--- config.mk ---
export PLATFORM = sky130hd
export DESIGN_NAME = arbiter_puf_engine
export DESIGN_NICKNAME = d
export VERILOG_FILES = /design/src/rtl/arbiter_puf_pkg.sv /design/src/rtl/puf_chal_lfsr.sv /design/src/rtl/arbiter_puf_engine.sv
export SDC_FILE = /design/constraint.sdc
export NUM_CORES = 1
export LEC_CHECK = 0
export ABC_AREA = 1
export CAP_MARGIN = 10
export CORE_MARGIN = 3
export CORE_UTILIZATION = 46
export CTS_CLUSTER_DIAMETER = 30
export DETAILED_ROUTE_END_ITERATION = 12
export GPL_ROUTABILITY_DRIVEN = 1
export GPL_TIMING_DRIVEN = 0
export PLACE_DENSITY = 0.83
export SYNTH_ARGS = -nofsm -noshare
export SYNTH_HDL_FRONTEND = slang
export SYNTH_SLANG_ARGS = --single-unit
--- constraint.sdc ---
create_clock -name clk -period 5.36 [get_ports clk]
set_input_delay 1.072 -clock clk [delete_from_list [all_inputs] [get_ports clk]]
set_output_delay 1.072 -clock clk [all_outputs]
set_load 0.005 [all_outputs]
--- src/rtl/arbiter_puf_pkg.sv ---
// Shared types and LFSR tap tables for the arbiter PUF measurement engine.
package arbiter_puf_pkg;

  typedef enum logic [1:0] {
    ST_IDLE,
    ST_CLEAR,
    ST_LAUNCH,
    ST_DONE
  } puf_state_e;

  localparam int TAP_W = 128;

  // Tap exponents of a maximal-length Fibonacci polynomial per supported width.
  localparam int TAPS_32  [4] = '{32, 22, 2, 1};
  localparam int TAPS_64  [4] = '{64, 63, 61, 60};
  localparam int TAPS_128 [4] = '{128, 126, 101, 99};

  function automatic logic [TAP_W-1:0] tap_mask(input int n_stages);
    logic [TAP_W-1:0] m;
    int t [4];
    m = '0;
    case (n_stages)
      32:      t = TAPS_32;
      128:     t = TAPS_128;
      default: t = TAPS_64;
    endcase
    for (int i = 0; i < 4; i++) begin
      m[7'(t[i] - 1)] = 1'b1;
    end
    return m;
  endfunction

endpackage

--- src/rtl/puf_chal_lfsr.sv ---
// Challenge generator: Fibonacci LFSR with seed load and all-zero seed substitution.
module puf_chal_lfsr
  import arbiter_puf_pkg::*;
#(
  parameter int N_STAGES = 64
) (
  input  logic                clk,
  input  logic                rst,
  input  logic                load,
  input  logic                step,
  input  logic [N_STAGES-1:0] seed,
  output logic [N_STAGES-1:0] state
);

  localparam logic [TAP_W-1:0] MASK = tap_mask(N_STAGES);
  localparam logic [N_STAGES-1:0] ONE = N_STAGES'(1);

  logic fb;

  assign fb = ^(state & MASK[N_STAGES-1:0]);

  // The all-zero state is a lock-up point for an XOR LFSR, so it is never loaded.
  always_ff @(posedge clk or posedge rst) begin
    if (rst) begin
      state <= '0;
    end else if (load) begin
      state <= (seed == '0) ? ONE : seed;
    end else if (step) begin
      state <= {state[N_STAGES-2:0], fb};
    end
  end

endmodule

--- src/rtl/arbiter_puf_engine.sv ---
// Sequenced arbiter PUF measurement: LFSR challenges, clear/launch per vote,
// majority vote per response bit with an instability flag.
module arbiter_puf_engine
  import arbiter_puf_pkg::*;
#(
  parameter int N_STAGES      = 64,
  parameter int RESP_BITS     = 8,
  parameter int N_VOTES       = 5,
  parameter int CLR_CYCLES    = 2,
  parameter int SETTLE_CYCLES = 4
) (
  input  logic                 clk,
  input  logic                 rst,
  input  logic                 start,
  input  logic [N_STAGES-1:0]  seed,
  output logic                 busy,
  output logic                 done,
  output logic [RESP_BITS-1:0] resp,
  output logic [RESP_BITS-1:0] unstable,
  output logic [N_STAGES-1:0]  puf_chal,
  output logic                 puf_clr,
  output logic                 puf_launch,
  input  logic                 puf_resp,
  output puf_state_e           dbg_state
);

  localparam int VW     = $clog2(N_VOTES + 1);
  localparam int BW     = (RESP_BITS > 1) ? $clog2(RESP_BITS) : 1;
  localparam int PH_MAX = (CLR_CYCLES > SETTLE_CYCLES) ? CLR_CYCLES : SETTLE_CYCLES;
  localparam int PW     = (PH_MAX > 1) ? $clog2(PH_MAX) : 1;

  localparam logic [PW-1:0] CLR_LAST    = PW'(CLR_CYCLES - 1);
  localparam logic [PW-1:0] SETTLE_LAST = PW'(SETTLE_CYCLES - 1);
  localparam logic [VW-1:0] VOTE_LAST   = VW'(N_VOTES - 1);
  localparam logic [VW-1:0] VOTE_HALF   = VW'(N_VOTES / 2);
  localparam logic [VW-1:0] VOTE_ALL    = VW'(N_VOTES);
  localparam logic [BW-1:0] BIT_LAST    = BW'(RESP_BITS - 1);

  // Handshake: start is sampled only in IDLE (one cycle accepts it, no queuing);
  // busy is high for the whole measurement and done pulses one cycle, with busy
  // low, in the same cycle resp/unstable take their new values.

  puf_state_e           state;
  logic [PW-1:0]        phase;
  logic [VW-1:0]        vote_cnt;
  logic [VW-1:0]        ones;
  logic [BW-1:0]        bit_cnt;
  logic [RESP_BITS-1:0] resp_sh;
  logic [RESP_BITS-1:0] unst_sh;
  logic [1:0]           sync_q;

  logic [VW-1:0]        ones_sum;
  logic [RESP_BITS-1:0] resp_next;
  logic [RESP_BITS-1:0] unst_next;
  logic                 sample_now;
  logic                 bit_end;
  logic                 lfsr_load;

  assign dbg_state  = state;
  assign sample_now = (state == ST_LAUNCH) && (phase == SETTLE_LAST);
  assign bit_end    = sample_now && (vote_cnt == VOTE_LAST);
  assign lfsr_load  = (state == ST_IDLE) && start;
  assign ones_sum   = ones + VW'(sync_q[1]);

  always_comb begin
    resp_next          = resp_sh;
    unst_next          = unst_sh;
    resp_next[bit_cnt] = (ones_sum > VOTE_HALF);
    unst_next[bit_cnt] = (ones_sum != '0) && (ones_sum != VOTE_ALL);
  end

  // The arbiter output is launched asynchronously to clk.
  always_ff @(posedge clk or posedge rst) begin
    if (rst) begin
      sync_q <= '0;
    end else begin
      sync_q <= {sync_q[0], puf_resp};
    end
  end

  puf_chal_lfsr #(
    .N_STAGES(N_STAGES)
  ) u_lfsr (
    .clk  (clk),
    .rst  (rst),
    .load (lfsr_load),
    .step (bit_end),
    .seed (seed),
    .state(puf_chal)
  );

  always_ff @(posedge clk or posedge rst) begin
    if (rst) begin
      state      <= ST_IDLE;
      phase      <= '0;
      vote_cnt   <= '0;
      ones       <= '0;
      bit_cnt    <= '0;
      resp_sh    <= '0;
      unst_sh    <= '0;
      resp       <= '0;
      unstable   <= '0;
      busy       <= 1'b0;
      done       <= 1'b0;
      puf_clr    <= 1'b1;
      puf_launch <= 1'b0;
    end else begin
      done <= 1'b0;
      case (state)
        ST_IDLE: begin
          if (start) begin
            state      <= ST_CLEAR;
            phase      <= '0;
            vote_cnt   <= '0;
            ones       <= '0;
            bit_cnt    <= '0;
            busy       <= 1'b1;
            puf_clr    <= 1'b1;
            puf_launch <= 1'b0;
          end
        end
        ST_CLEAR: begin
          if (phase == CLR_LAST) begin
            phase      <= '0;
            state      <= ST_LAUNCH;
            puf_clr    <= 1'b0;
            puf_launch <= 1'b1;
          end else begin
            phase <= phase + 1'b1;
          end
        end
        ST_LAUNCH: begin
          if (phase == SETTLE_LAST) begin
            phase      <= '0;
            puf_clr    <= 1'b1;
            puf_launch <= 1'b0;
            if (vote_cnt < VOTE_LAST) begin
              vote_cnt <= vote_cnt + 1'b1;
              ones     <= ones_sum;
              state    <= ST_CLEAR;
            end else begin
              vote_cnt <= '0;
              ones     <= '0;
              resp_sh  <= resp_next;
              unst_sh  <= unst_next;
              if (bit_cnt < BIT_LAST) begin
                bit_cnt <= bit_cnt + 1'b1;
                state   <= ST_CLEAR;
              end else begin
                // Final bit folds straight into the visible outputs.
                state    <= ST_DONE;
                resp     <= resp_next;
                unstable <= unst_next;
                busy     <= 1'b0;
                done     <= 1'b1;
              end
            end
          end else begin
            phase <= phase + 1'b1;
          end
        end
        ST_DONE: begin
          state <= ST_IDLE;
        end
        default: begin
          state <= ST_IDLE;
        end
      endcase
    end
  end

endmodule

Figure 1. Met1 routing.
Scale: 3 px per um. Supply wires on this layer in gray.
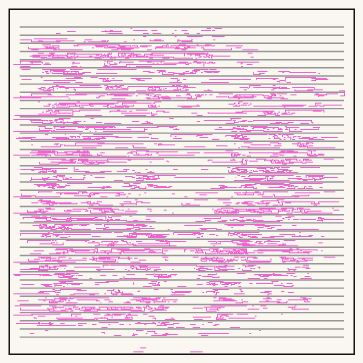
longest straight run	38.6 um
share of all routed wire	39%
wire length on this layer	5940 um

Figure 2. Signal wires by layer.
Scale: 3 px per um. Two of the layers only.
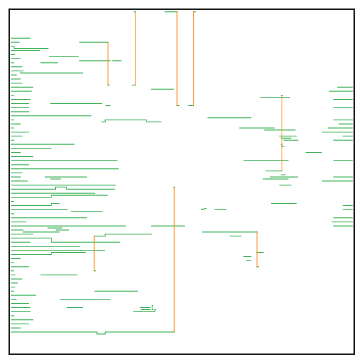
color	layer	wire length
green	M3	1270 um
orange	M4	198 um

Figure 3. Zoomed window.
Region (42, 65) to (72, 95) um. Cells in gray, sequential cells in the stronger gray; small squares are vias.
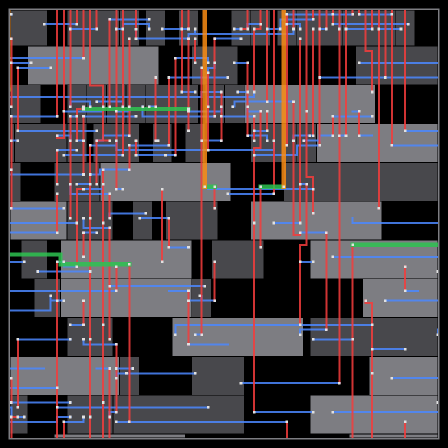
color	layer
green	M3
red	M2
blue	M1
orange	M4
most frequent	dfrtp_1 (13), nand2_1 (9), o221ai_1 (8)
cells with their middle in the window	56
sequential cells in the window	13
netlist names of flops here include	`u_lfsr.state` (9), `resp_sh` (3)

Figure 4. Selected gate families.
Scale: 4 px per um.
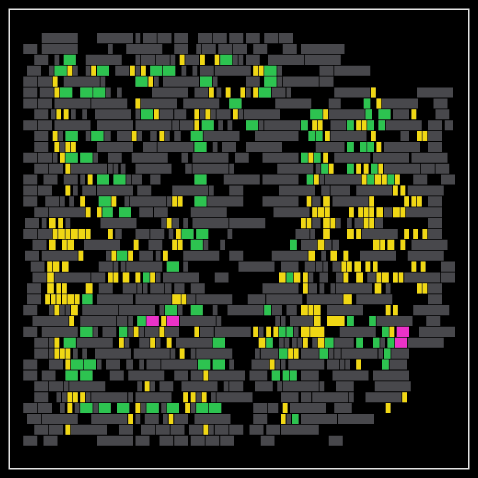
color	family	cells
magenta	xor and xnor cells	4
yellow	nand cells	220
green	aoi and oai cells	100

Figure 5. Routing congestion.
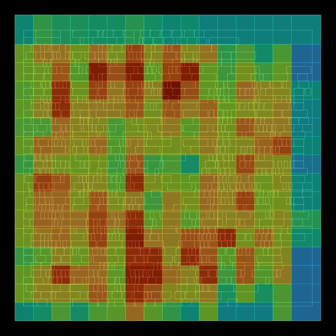
Total GRT Usage: 0.244
gr busiest metal: met2

==> impl_metrics.ini <==
; generated from flow reports
[cts]
cts_tree = built
post_cts_buffers = 0
cts_buffers = 17
ctsRootBufferMaster = clkbuf_16
cts.sinks = 113
cts_resized = 0
clk_pin_slew_ns = 0.05
cts_max_level = 4
clock_latency_ns = 0.41

[power_and_ir_drop]
ir_drop_v = 0.000280
p_clk_frac = 0.286
switchingPower_mw = 1.29
seq-power_mw = 1.30
p_leak_nw = 3.55
power_mw = 3.87
p_clk_mw = 1.11
powerComb_mw = 1.46
powerDensity_mw_per_mm2 = 500

[setup_path]
path_cells = clkdlybuf4s50_1
crit_required_ns = 4.29
path_buffers = 1
critPathLaunchType = flop
reg2reg_from = dbg_state[0]
critPathSlowestCell = dfstp_2
critPathKind = flop to output port
path_max_fanout = 2

[finish]
layoutNonFillerInstCount = 954
top_register = u_lfsr.state
area_growth_pct = 42.9
final_area_sq_mm = 0.00773
lay_top_count = nand2_1
largestRegisters = u_lfsr.state x64, resp x8, unstable x8

[timing]
finalWorstSetupSlack_ns = 2.87
setup_viol = 0
period_used_share = 0.464
worstMarginPinSlew_ns = 0.886
hold_ws_ns = 0.345
finClkSkew_ns = 0.0120
maxSlewHeadroom = 0.410
fin_setup_tns_ns = 0
hold_viol = 0
max_freq_mhz = 402

[synthesis]
topCellsByArea = dfrtp_1 52%, nand2_1 12%, o221ai_1 8.4%, inv_1 5.3%, nor2_1 3.7%
synth-edff-count = 0
synth_stat.cells = 628
synthDistinctLibCells = 33
yosys.area.top_type_share = 0.518
synth_area_per_cell_sq_um = 8.62
adder_share = 0.0301
yosysChipArea_sq_mm = 0.00541
numSynthFlops = 113
synth_top_cell_by_count = nand2_1
fp_nets = 709
topCombFamilyByArea = simple AND/OR/NAND/NOR gates
ys_sh_xor = 0.00647
mux_area_frac = 0
synthTopCellsByCount = 177 x nand2_1, 112 x dfrtp_1, 77 x inv_1
synthCells = 628

[floorplanning]
die_area_sq_mm = 0.0131
dieWidth_um = 114
row_count = 38
die_h_um = 114
io_pins = 154

[detailed_routing]
wl_met1_um = 5940
met3_length_um = 1270
highest_layer = met4
wl_met2_um = 7650
drt_iter0_drc = 336
drt_pre_antenna_iters = 6
wl_per_cell_um = 15.8

[global_routing]
globalRouteMet2Util = 0.412
antenna_found_initial = 0
use_met3 = 0.0899
grt_max_degree = 72
grt-ovfl-total = 0
met1_usage = 0.289

[placement]
port_buffers = 153
place_area_sq_mm = 0.00714

[outcome]
status = finished, final reports clean

[min_path]
hp-class = flop to flop
hold_start = sync_q[0]

[flow_run]
warnings = 33
==> worst paths after layout <==
path | slack [ns] | endpoint | cells after the start
max reg2reg | 3.23 | u_lfsr.state[21] | 10
min in group asynchronous | 1.23 | resp[7] | 2
min | 0.35 | sync_q[1] | 0
max in group asynchronous | 3.41 | u_lfsr.state[20] | 3
min reg2reg | 0.35 | sync_q[1] | 0
max | 2.87 | puf_clr | 1
==> area by class of cell <==
| cell class | count | area (sq um) |
|---|---|---|
| Fill cell | 859 | 3440 |
| Sequential cell | 113 | 2830 |
| Multi-Input combinational cell | 405 | 2110 |
| Timing Repair Buffer | 154 | 1550 |
| Clock buffer | 20 | 457 |
| Inverter | 84 | 325 |
| Tap cell | 140 | 175 |
| Buffer | 26 | 150 |
| Clock inverter | 12 | 135 |
